==> images/clocks.png <==
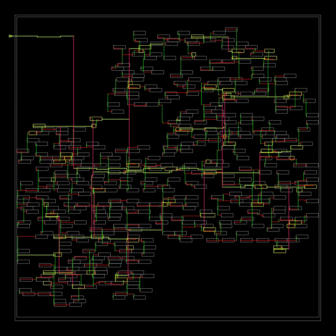
==> images/sizes.png <==
Bar = 50 um.
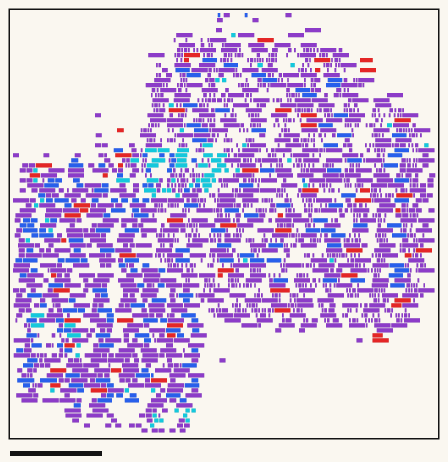
==> images/clk_routes.png <==
Bar = 50 um.
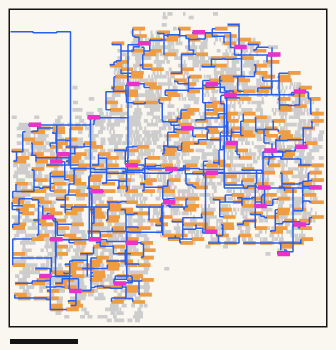
==> images/flops_by_reg.png <==
Bar = 50 um. Other sequential cells in the stronger grey, the rest of the logic in the fainter grey.
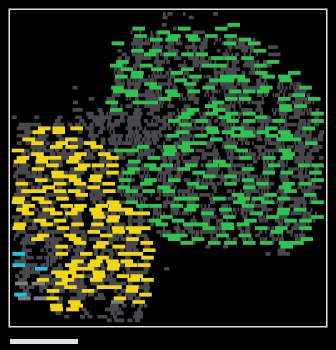
==> images/detail.png <==
Window x 159 to 189, y 43 to 73 um. Cells in grey, sequential cells in the stronger grey; small squares are vias.
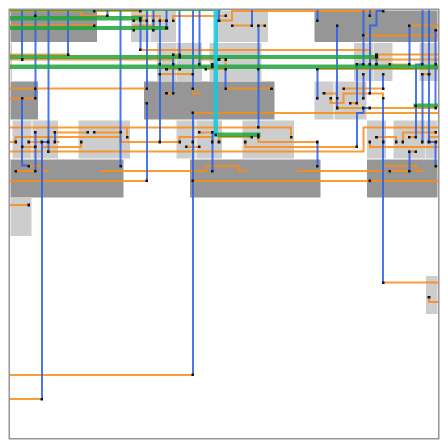
--- src/rtl/io_pkg.sv ---
// Shared widths and the outbound FIFO entry type for the I/O channel unit.
package io_pkg;
    localparam int IO_CH_W   = 4;
    localparam int IO_DATA_W = 15;
    localparam int IO_NUM_CH = 16;

    typedef struct packed {
        logic [IO_CH_W-1:0]   chan;
        logic [IO_DATA_W-1:0] data;
    } io_entry_t;
endpackage

--- src/rtl/io_fifo.sv ---
// Outbound entry FIFO; pointers carry one extra wrap bit to tell full from empty.
module io_fifo
    import io_pkg::*;
#(
    parameter int DEPTH = 8
) (
    input  logic      clock,
    input  logic      reset,
    input  logic      push,
    input  io_entry_t push_entry,
    input  logic      pop,
    output io_entry_t head,
    output logic      full,
    output logic      empty,
    output logic      push_drop
);
    localparam int AW = $clog2(DEPTH);

    logic [AW:0] wptr_q, wptr_d;
    logic [AW:0] rptr_q, rptr_d;
    io_entry_t   mem_q [DEPTH];
    io_entry_t   mem_d [DEPTH];
    logic        pop_ok;
    logic        push_ok;

    assign empty     = (wptr_q == rptr_q);
    assign full      = (wptr_q[AW-1:0] == rptr_q[AW-1:0]) && (wptr_q[AW] != rptr_q[AW]);
    assign pop_ok    = pop && !empty;
    // When full, a same-cycle pop frees the slot the push is about to land in.
    assign push_ok   = push && (!full || pop_ok);
    assign push_drop = push && !push_ok;
    assign head      = mem_q[rptr_q[AW-1:0]];

    always_comb begin
        mem_d  = mem_q;
        wptr_d = wptr_q;
        rptr_d = rptr_q;
        if (push_ok) begin
            mem_d[wptr_q[AW-1:0]] = push_entry;
            wptr_d                = wptr_q + (AW+1)'(1);
        end
        if (pop_ok) begin
            rptr_d = rptr_q + (AW+1)'(1);
        end
    end

    always_ff @(posedge clock or posedge reset) begin
        if (reset) begin
            wptr_q <= '0;
            rptr_q <= '0;
            for (int i = 0; i < DEPTH; i++) mem_q[i] <= '0;
        end else begin
            wptr_q <= wptr_d;
            rptr_q <= rptr_d;
            mem_q  <= mem_d;
        end
    end
endmodule

--- src/rtl/io_channel_unit.sv ---
// I/O channel register file with write bypass, inbound update stream and an
// outbound FIFO of core writes with a sticky overflow flag.
module io_channel_unit
    import io_pkg::*;
#(
    parameter int          NUM_CH     = 16,
    parameter int          FIFO_DEPTH = 8,
    parameter logic [15:0] OUT_MASK   = 16'hFFFF,
    parameter logic [15:0] IN_MASK    = 16'hFFFF
) (
    input  logic                 clock,
    input  logic                 reset,
    input  logic                 IO_write_en,
    input  logic [IO_CH_W-1:0]   IO_write_sel,
    input  logic [IO_DATA_W-1:0] IO_write_data,
    input  logic [IO_CH_W-1:0]   IO_read_sel,
    output logic [IO_DATA_W-1:0] IO_read_data,
    output logic                 out_valid,
    input  logic                 out_ready,
    output logic [IO_CH_W-1:0]   out_chan,
    output logic [IO_DATA_W-1:0] out_data,
    input  logic                 in_valid,
    input  logic [IO_CH_W-1:0]   in_chan,
    input  logic [IO_DATA_W-1:0] in_data,
    output logic                 in_ready,
    input  logic                 clear_overflow,
    output logic                 overflow
);
    logic [IO_DATA_W-1:0] ch_q [NUM_CH];
    logic [IO_DATA_W-1:0] ch_d [NUM_CH];
    logic                 overflow_q, overflow_d;
    logic                 collide;
    logic                 in_xfer;
    logic                 push;
    logic                 fifo_full;
    logic                 fifo_empty;
    logic                 push_drop;
    io_entry_t            push_entry;
    io_entry_t            head;

    assign collide    = IO_write_en && (IO_write_sel == in_chan);
    assign in_ready   = !reset && !collide;
    assign in_xfer    = in_valid && in_ready;
    assign push       = IO_write_en && OUT_MASK[IO_write_sel];
    assign push_entry = '{chan: IO_write_sel, data: IO_write_data};

    assign IO_read_data = (IO_write_en && (IO_write_sel == IO_read_sel)) ? IO_write_data
                                                                         : ch_q[IO_read_sel];
    assign out_valid = !fifo_empty;
    assign out_chan  = head.chan;
    assign out_data  = head.data;
    assign overflow  = overflow_q;

    io_fifo #(.DEPTH(FIFO_DEPTH)) u_fifo (
        .clock      (clock),
        .reset      (reset),
        .push       (push),
        .push_entry (push_entry),
        .pop        (out_valid && out_ready),
        .head       (head),
        .full       (fifo_full),
        .empty      (fifo_empty),
        .push_drop  (push_drop)
    );

    // in_ready already excludes the core's channel, so both writes never hit one register.
    always_comb begin
        ch_d = ch_q;
        if (in_xfer && IN_MASK[in_chan]) ch_d[in_chan] = in_data;
        if (IO_write_en) ch_d[IO_write_sel] = IO_write_data;
    end

    always_comb begin
        overflow_d = overflow_q;
        if (push_drop)           overflow_d = 1'b1;
        else if (clear_overflow) overflow_d = 1'b0;
    end

    always_ff @(posedge clock or posedge reset) begin
        if (reset) begin
            for (int i = 0; i < NUM_CH; i++) ch_q[i] <= '0;
            overflow_q <= 1'b0;
        end else begin
            ch_q       <= ch_d;
            overflow_q <= overflow_d;
        end
    end
endmodule

--- config.mk ---
export PLATFORM = sky130hd
export DESIGN_NAME = io_channel_unit
export DESIGN_NICKNAME = d
export VERILOG_FILES = /design/src/rtl/io_pkg.sv /design/src/rtl/io_fifo.sv /design/src/rtl/io_channel_unit.sv
export SDC_FILE = /design/constraint.sdc
export NUM_CORES = 1
export LEC_CHECK = 0
export ABC_CLOCK_PERIOD_IN_PS = 10000
export CAP_MARGIN = 0
export CORE_UTILIZATION = 40
export CTS_CLUSTER_DIAMETER = 60
export CTS_CLUSTER_SIZE = 40
export DETAILED_ROUTE_END_ITERATION = 6
export PLACE_DENSITY = 0.67
export SYNTH_ARGS = -nofsm -noshare
export SYNTH_HDL_FRONTEND = slang
export SYNTH_HIERARCHICAL = 1
export SYNTH_SLANG_ARGS = --single-unit
--- constraint.sdc ---
create_clock -name clock -period 10 [get_ports clock]
set_input_delay 2 -clock clock [delete_from_list [all_inputs] [get_ports clock]]
set_output_delay 2 -clock clock [all_outputs]
set_load 0.05 [all_outputs]
==> flow_summary_export.csv <==
group,metric,value,unit
synthesis,netlist.area_leader.share,47.2,%
timing,finalSetupTns,0,ns
worst_setup_path,setup.worst_path.end,"IO_read_data[4]",
cts,hold_buffers,0,
timing,finalSetupViolCount,0,
layout,buf_share,4.87,%
detailed_routing,detail-route-antenna-nets,0,
timing,fin_crit,7.83,ns
worst_setup_path,ff2ff_setup_slack,6.46,ns
placement,dpl_cell_area,0.0221,mm^2
timing,hold_viol_final,0,
worst_setup_path,cp-start-kind,"input port",
timing,worstMarginPinSlew,1.29,ns
pwr,p_leak,0.00970,uW
synthesis,ys_seq_share,47.2,%
placement,gp_congestion,0.876,
synthesis,synth_cell_types,55,
synthesis,syn_avg_cell_area,10.2,um^2
detailed_routing,wl_per_cell,24.7,um
floorplan,fp.coreArea,0.0526,mm^2
synthesis,ys_async_sr_fraction,100,%
layout,final_common_cell,"nand2_1",
layout,clockNetworkAreaShare,5.11,%
detailed_routing,highest_layer,"met5",
global_routing,grt-busiest-layer,"met2",
synthesis,top_cell,"nand2_1",
layout,sh_comb_area,43.2,%
layout,fillers,4909,
run_status,outcome,"complete, no violations",
synthesis,synth_cells,2078,
detailed_routing,vias_per_cell,6.16,
worst_setup_path,end_kind,"primary output",
worst_hold_path,worstHoldPathCells,1,
detailed_routing,drt-total-wl,67800,um
detailed_routing,wl_met3,7230,um
cts,numCtsBuffers,34,
About clocks.png:
clk_lat worst skew: 0.56 ns
Flops: 401
Num Clock Sinks: 401
clock buf count: 37

About sizes.png:
| size | colour | cells | share |
|---|---|---|---|
| _6 and larger | red | 57 | 2.8% |
| _3 and _4 cells | cyan | 72 | 3.5% |
| _2 cells | blue | 189 | 9.2% |
| _0 and _1 cells | purple | 1734 | 85% |
final setup margin: 2.17 ns
Layout area overhead: 9.72%

About clk_routes.png:
[clock wires] blue | length: 5150 um
[flip-flops] orange | count: 401
[clock drivers] magenta | count: 34
flops lie: spread over the die
clock network power: 1440 uW
Clk pwr share: 22.6%

About flops_by_reg.png:
| netlist name | colour | flops |
|---|---|---|
| `ch_q` | green | 240 |
| `u_fifo/mem_q` | yellow | 152 |
| `u_fifo/wptr_q` | cyan | 4 |
not coloured: 5
Finished Core Util: 44.4%
register area: 0.0100 mm^2

About detail.png:
| layer | colour |
|---|---|
| metal 3 | green |
| metal 1 | orange |
| metal 2 | blue |
| metal 4 | cyan |
netlist names of flops here include: `ch_q` (6)
sequential cells in the window: 6
most frequent: nor2_1 (6), dfrtp_1 (6)
cells with their middle in the window: 26

power by group through the flow:
stage	Sequential (uW)	Clock (uW)	Combinational [uW]
floorplan	2410	0	1850
global placement	2560	0	2300
detailed placement	2580	0	2360
CTS	2560	1460	2360
global route	2630	1530	2520
finish	2570	1440	2360
worst max-delay path, delay by kind of cell:
| family | cells | cell delay [ns] |
|---|---|---|
| AOI/OAI and AO/OA | 2 | 0.88 |
| xor gates and xnor gates | 1 | 0.32 |
| buffers and inverters | 2 | 1.70 |
| and+or+nand+nor | 2 | 0.93 |
logic make-up after synthesis:
kind of cell	count (synthesis)	synth area share (%)
compound gates	410	14.7
xor+xnor	20	0.929
fa+ha+maj	2	0.118
buf+inv	218	5.49
flops	401	47.2
mux	199	15.5
simple gates	828	16.1
Power and IR drop assume default switching activity.
